File: src/rtl/ov7670_config.sv
`timescale 1ns/1ps
// ov7670_config
//   Walks an internal 64-entry register table and feeds each entry to an
//   external SCCB write engine to bring up an OV7670 camera (RGB565, VGA).
//   Entry format is {addr[15:8], data[7:0]}:
//     FF/FF     end of table
//     F0/nn     wait nn milliseconds
//     other     one register write of data to addr
//
//   Optional feature: define OV7670_CFG_TIMEOUT_EN to abort a write that
//   gets no sccb_done within TIMEOUT_CYCLES; the run then ends in ERR with
//   cfg_error=1. Without the macro a write waits indefinitely and cfg_error
//   is tied 0.
//
//   Ports
//     clk, reset   rising-edge clock, synchronous active-high reset
//     cfg_start    single-cycle request to run the table from entry 0
//     sccb_start   write request to the engine (held until engine busy)
//     sccb_addr    register address of the current write
//     sccb_data    register data of the current write
//     sccb_busy    engine busy level
//     sccb_done    engine single-cycle completion pulse
//     cfg_busy     table run in progress
//     cfg_done     table completed (held until next cfg_start or reset)
//     cfg_error    run aborted on timeout
//     cfg_index    index of the current table entry
//     dbg_state    current FSM state encoding, for observation only
//
//   Handshake: sccb_start rises the cycle after FETCH and stays high until
//   sccb_busy=1 or sccb_done=1 is sampled; sccb_addr/sccb_data are stable
//   from FETCH until sccb_done completes the write.
module ov7670_config #(
    parameter int CLK_FREQ_HZ    = 25000000,
    parameter int TIMEOUT_CYCLES = 2000000
) (
    input  logic       clk,
    input  logic       reset,
    input  logic       cfg_start,
    output logic       sccb_start,
    output logic [7:0] sccb_addr,
    output logic [7:0] sccb_data,
    input  logic       sccb_busy,
    input  logic       sccb_done,
    output logic       cfg_busy,
    output logic       cfg_done,
    output logic       cfg_error,
    output logic [5:0] cfg_index,
    output logic [2:0] dbg_state
);

    typedef enum logic [2:0] {
        IDLE  = 3'd0,
        FETCH = 3'd1,
        REQ   = 3'd2,
        WAIT  = 3'd3,
        DELAY = 3'd4,
        NEXT  = 3'd5,
        DONE  = 3'd6,
        ERR   = 3'd7
    } state_t;

    localparam logic [31:0] MS_CYCLES = 32'(CLK_FREQ_HZ / 1000);

    state_t      state_q;
    logic        start_q;
    logic [7:0]  addr_q;
    logic [7:0]  data_q;
    logic        busy_q;
    logic        done_q;
    logic [5:0]  index_q;
    logic [31:0] delay_q;

    logic [15:0] entry_d;
    logic [31:0] delay_load_d;

    // Register table: bring-up sequence followed by the RGB565 VGA set.
    function automatic logic [15:0] rom_entry(input logic [5:0] idx);
        case (idx)
            6'd0:  rom_entry = 16'h1280;  // COM7: register reset
            6'd1:  rom_entry = 16'hF00A;  // let the sensor settle 10 ms
            6'd2:  rom_entry = 16'h1204;  // COM7: RGB output
            6'd3:  rom_entry = 16'h40D0;  // COM15: RGB565, full range
            6'd4:  rom_entry = 16'h1101;  // CLKRC: prescale by 2
            6'd5:  rom_entry = 16'h0C00;
            6'd6:  rom_entry = 16'h3E00;
            6'd7:  rom_entry = 16'h0400;
            6'd8:  rom_entry = 16'h8C00;
            6'd9:  rom_entry = 16'h3A04;
            6'd10: rom_entry = 16'h1438;
            6'd11: rom_entry = 16'h4FB3;
            6'd12: rom_entry = 16'h50B3;
            6'd13: rom_entry = 16'h5100;
            6'd14: rom_entry = 16'h523D;
            6'd15: rom_entry = 16'h53A7;
            6'd16: rom_entry = 16'h54E4;
            6'd17: rom_entry = 16'h589E;
            6'd18: rom_entry = 16'h3DC0;
            6'd19: rom_entry = 16'h1714;
            6'd20: rom_entry = 16'h1802;
            6'd21: rom_entry = 16'h3280;
            6'd22: rom_entry = 16'h1903;
            6'd23: rom_entry = 16'h1A7B;
            6'd24: rom_entry = 16'h030A;
            6'd25: rom_entry = 16'h0F41;
            6'd26: rom_entry = 16'h1E00;
            6'd27: rom_entry = 16'h330B;
            6'd28: rom_entry = 16'h3C78;
            6'd29: rom_entry = 16'h6900;
            6'd30: rom_entry = 16'h7400;
            6'd31: rom_entry = 16'hB084;
            6'd32: rom_entry = 16'hB10C;
            6'd33: rom_entry = 16'hB20E;
            6'd34: rom_entry = 16'hB380;
            default: rom_entry = 16'hFFFF;  // end marker and unused entries
        endcase
    endfunction

    always_comb begin
        entry_d      = rom_entry(index_q);
        delay_load_d = {24'd0, entry_d[7:0]} * MS_CYCLES;
    end

`ifdef OV7670_CFG_TIMEOUT_EN
    localparam int              TO_W    = $clog2(TIMEOUT_CYCLES + 1);
    localparam logic [TO_W-1:0] TO_LAST = TO_W'(TIMEOUT_CYCLES - 1);
    logic [TO_W-1:0] to_q;
    logic            error_q;
    assign cfg_error = error_q;
`else
    logic unused_timeout;
    assign unused_timeout = ^TIMEOUT_CYCLES;
    assign cfg_error = 1'b0;
`endif

    always_ff @(posedge clk) begin
        if (reset) begin
            state_q <= IDLE;
            start_q <= 1'b0;
            addr_q  <= 8'd0;
            data_q  <= 8'd0;
            busy_q  <= 1'b0;
            done_q  <= 1'b0;
            index_q <= 6'd0;
            delay_q <= 32'd0;
`ifdef OV7670_CFG_TIMEOUT_EN
            to_q    <= '0;
            error_q <= 1'b0;
`endif
        end else begin
            case (state_q)
                IDLE, DONE, ERR: begin
                    if (cfg_start) begin
                        index_q <= 6'd0;
                        busy_q  <= 1'b1;
                        done_q  <= 1'b0;
`ifdef OV7670_CFG_TIMEOUT_EN
                        error_q <= 1'b0;
`endif
                        state_q <= FETCH;
                    end
                end
                FETCH: begin
                    addr_q <= entry_d[15:8];
                    data_q <= entry_d[7:0];
                    if (entry_d == 16'hFFFF) begin
                        busy_q  <= 1'b0;
                        done_q  <= 1'b1;
                        state_q <= DONE;
                    end else if (entry_d[15:8] == 8'hF0) begin
                        delay_q <= delay_load_d;
                        state_q <= DELAY;
                    end else begin
                        start_q <= 1'b1;
`ifdef OV7670_CFG_TIMEOUT_EN
                        to_q    <= '0;
`endif
                        state_q <= REQ;
                    end
                end
                REQ, WAIT: begin
                    // Completion wins over everything, then timeout, then
                    // the busy acknowledge that releases sccb_start.
                    if (sccb_done) begin
                        start_q <= 1'b0;
                        state_q <= NEXT;
`ifdef OV7670_CFG_TIMEOUT_EN
                    end else if (to_q == TO_LAST) begin
                        start_q <= 1'b0;
                        busy_q  <= 1'b0;
                        error_q <= 1'b1;
                        state_q <= ERR;
`endif
                    end else begin
`ifdef OV7670_CFG_TIMEOUT_EN
                        to_q <= to_q + TO_W'(1);
`endif
                        if (state_q == REQ && sccb_busy) begin
                            start_q <= 1'b0;
                            state_q <= WAIT;
                        end
                    end
                end
                DELAY: begin
                    // A zero-length delay still spends one cycle here.
                    if (delay_q <= 32'd1) begin
                        state_q <= NEXT;
                    end else begin
                        delay_q <= delay_q - 32'd1;
                    end
                end
                NEXT: begin
                    if (index_q == 6'd63) begin
                        busy_q  <= 1'b0;
                        done_q  <= 1'b1;
                        state_q <= DONE;
                    end else begin
                        index_q <= index_q + 6'd1;
                        state_q <= FETCH;
                    end
                end
                default: state_q <= IDLE;
            endcase
        end
    end

    assign sccb_start = start_q;
    assign sccb_addr  = addr_q;
    assign sccb_data  = data_q;
    assign cfg_busy   = busy_q;
    assign cfg_done   = done_q;
    assign cfg_index  = index_q;
    assign dbg_state  = state_q;

endmodule

File: config.mk
export PLATFORM = sky130hd
export DESIGN_NAME = ov7670_config
export DESIGN_NICKNAME = d
export VERILOG_FILES = /design/src/rtl/ov7670_config.sv
export SDC_FILE = /design/constraint.sdc
export NUM_CORES = 1
export LEC_CHECK = 0
export CORE_ASPECT_RATIO = 0.75
export CORE_MARGIN = 5
export CORE_UTILIZATION = 30
export DETAILED_ROUTE_END_ITERATION = 6
export PLACE_DENSITY = 0.47
export SKIP_CTS_REPAIR_TIMING = 1
export SYNTH_ARGS = -nofsm -noshare
export SYNTH_HDL_FRONTEND = slang
export SYNTH_SLANG_ARGS = --single-unit
File: constraint.sdc
create_clock -name clk -period 3.4 [get_ports clk]
set_input_delay 0.51 -clock clk [delete_from_list [all_inputs] [get_ports clk]]
set_output_delay 0.51 -clock clk [all_outputs]
set_load 0.03 [all_outputs]
==> reports/results.ini <==
[run_status]
outcome=finished, violations left
violations=negative setup slack

[timing]
hold_viol=0
slew_headroom_pct=58.54
fin_ws_ns=-0.1547
period_needed_ns=3.555
finalSetupViolCount=9
fmax_ghz=0.2813
fin_worst_skew_ns=0.005304
whs_ns=0.4375

[final_layout]
logic_area_um2=4234
stdcell_area_um2=7520
area_delta_synth_final_pct=30.31
fin_util_pct=40.16
layout.area.seq_um2=1534
n_fill_cell=1890

[floorplan]
dieArea_um2=22140
die_y_um=130.1
coreArea_um2=18720
io-pin-count=34
num_rows=43
die_w_um=170.1
fp_util_pct=30.82

[logic_synthesis]
yosysWarningCount=0
ys_async_sr_fraction_pct=0
logic_family=AND-OR/OR-AND gates
ys_sh_adder_pct=18.04
synthTopCellsByArea=dfxtp_1, ha_1, a21oi_1
synth-edff-count=0
yosysCellCount=721
aoi_share_pct=24.00
syn_avg_cell_area_um2=8.004
xor_share_pct=3.794
ys_sh_simple_pct=21.42
synthMuxAreaShare_pct=1.409
synth.cells.most_frequent=dfxtp_1, nand2_1, ha_1, nor2_1, a21oi_1
synthesis.area_um2=5771
yosys-stat-area_um2=5771
ys_types=66
synth_flop_count=76
ff_type=dfxtp_1
floorplan.nets=802
synthCells=721

[setup_path]
rr_worst_depth=14
cp-start-kind=flop
worstSetupEndpoint=delay_q[19]
critPathSlowestCell=fa_1
critPathArrivalTime_ns=3.77
rrSetupSlack_ns=-0.15
rr_endpoint=delay_q[19]
cpPeakStageDelay_ns=0.54
path_depth=14
critPathLaunch=entry_d[4]
crit_required_ns=3.62
cp_max_fo=3
reg2reg_from=entry_d[4]
crit_top_cell=ha_4
crit_type=reg -> reg

[power]
power_frac_clock_pct=24.1
p_leak_nw=3.172
power_density_nw_per_um2=549.3
sw_frac_of_total_pct=41.06
p_int_w=0.002434
pwr-share-comb_pct=47.6
sequentialPowerShare_pct=28.3
ir_drop_uv=324.8
p_total_w=0.004130
p_sw_w=0.001696

[route]
wl_met3_um=914
dr.max_layer_used=met4
met1_length_mm=9.492
finalWirelength_mm=18.15
vias=5703
met2_wirelength_mm=7.578

[clock_tree]
clock-sinks=76
htreeDepth=3
cts_buffers=9
clk_latency_ns=0.34

[global_route]
antenna_found_initial=0
grt_start_max_net_pins=46
grt_pass1_wl_mm=28.82
grt_pass1_vias=5384

[worst_hold_path]
min_path_type=reg -> reg
min_from=cfg_busy

[placement]
hpwl_mm=13.84
port_buffers=32
dp_slack_ns=-0.3603

[run]
warnings=37
maxCapViolCount=0

[area by class of cell]
class	instances	area share, %
Tap cell	247	4.110
Timing Repair Buffer	123	13.44
Clock buffer	12	3.561
Clock inverter	3	0.5824
Inverter	32	1.597
Multi-Input combinational cell	577	56.31
Sequential cell	76	20.40
[flip-flops by register name, summed over array words and instances (netlist names), 3 cells and up]
register / count
entry_d: 16
cfg_index: 6
sccb_data: 8
sccb_addr: 8
delay_q: 32
dbg_state: 3
[layer usage]
| layer | vias to the layer above | global-route usage, % |
|---|---|---|
| li1 | 2835 | - |
| met1 | 2697 | 25.25 |
| met2 | 158 | 22.96 |
| met3 | 13 | 3.180 |
| met4 | 0 | 3.427 |
| met5 | - | 0 |
[power groups by stage]
stage / clock (W) / combinational (W) / sequential, W
6_report: 0.000996 / 0.00197 / 0.00117
4_1_cts: 0.00103 / 0.00193 / 0.00117
3_3_place_gp: 0 / 0.00190 / 0.00118
5_1_grt: 0.00107 / 0.00218 / 0.00119
3_5_place_dp: 0 / 0.00191 / 0.00118
2_1_floorplan: 0 / 0.00125 / 0.00121
[cells in the final DEF, fill, tap and decap left out, types with 7 or more instances in the layout]
master and n:
xnor2_1 7, nand4_1 12, nand3_1 18, ha_4 9, xor2_1 16, a31oi_1 9
o22ai_1 8, o21ai_1 9, nand2_1 73, or3_1 9, a221oi_1 9, o21ai_0 34
o21a_1 7, nor3_1 27, ha_1 55, mux2i_1 7, nor2_1 62, clkbuf_16 10
a211oi_1 15, buf_4 90, fa_1 11, inv_1 27, dfxtp_1 72, a21o_1 14
a21oi_1 57, clkdlybuf4s50_1 31
[per-stage QoR]
step                std cells  setup TNS [ns]
finish                   1070         -0.7223
global route             1070          -2.198
CTS                      1066          -1.921
detailed placement       1051          -1.910
global placement         1051          -1.683
floorplan                 721         -0.2141
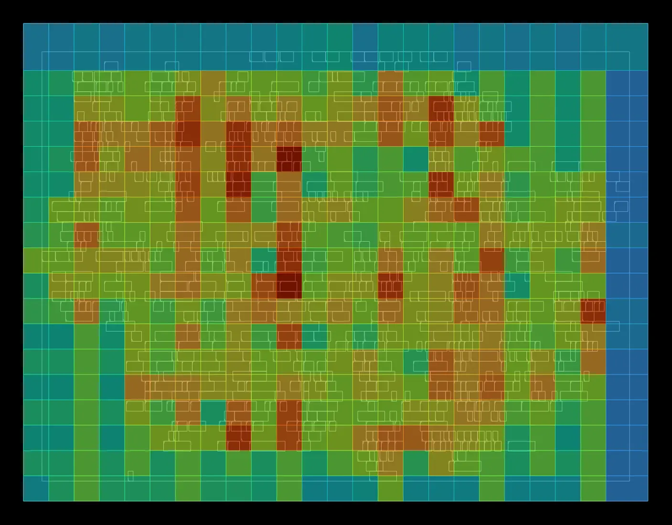
*Routing congestion map*
all-layer global routing usage: 16.23%
met3 Use GR: 3.180%
met2 usage in global routing: 22.96%
layer with the highest usage: met1
post-DR wirelength/cell: 16.96 um

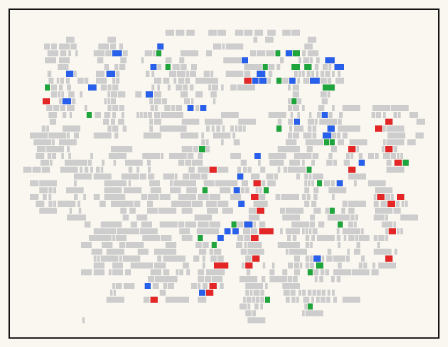
*Selected gate families*
Key: AND and OR gates = green [cells 30, most used or3_1]; AND-OR and OR-AND gates = blue [cells 36, most used a21o_1]; XOR/XNOR gates = red [cells 25, most used xor2_1]

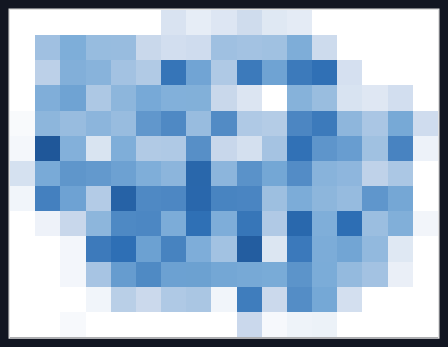
*Cell area per tile*
The die is cut into 17 by 13 equal tiles; white is low, dark blue is high, 0 to 100% covered.
The densest ninth of the die: centre. 3.2% of the tiles are over 75% full. 23% of the tiles are nearly empty.

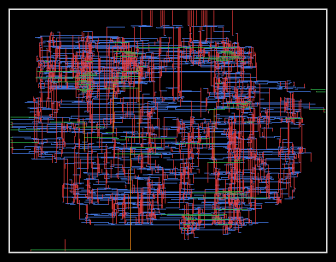
*Routed metal, one colour a layer*
Key: met1 = blue [wire length 9490 um]; met3 = green [wire length 915 um]; met4 = orange [wire length 163 um]; met2 = red [wire length 7580 um]

No activity file was given, so power comes from the tool's default toggle rates.
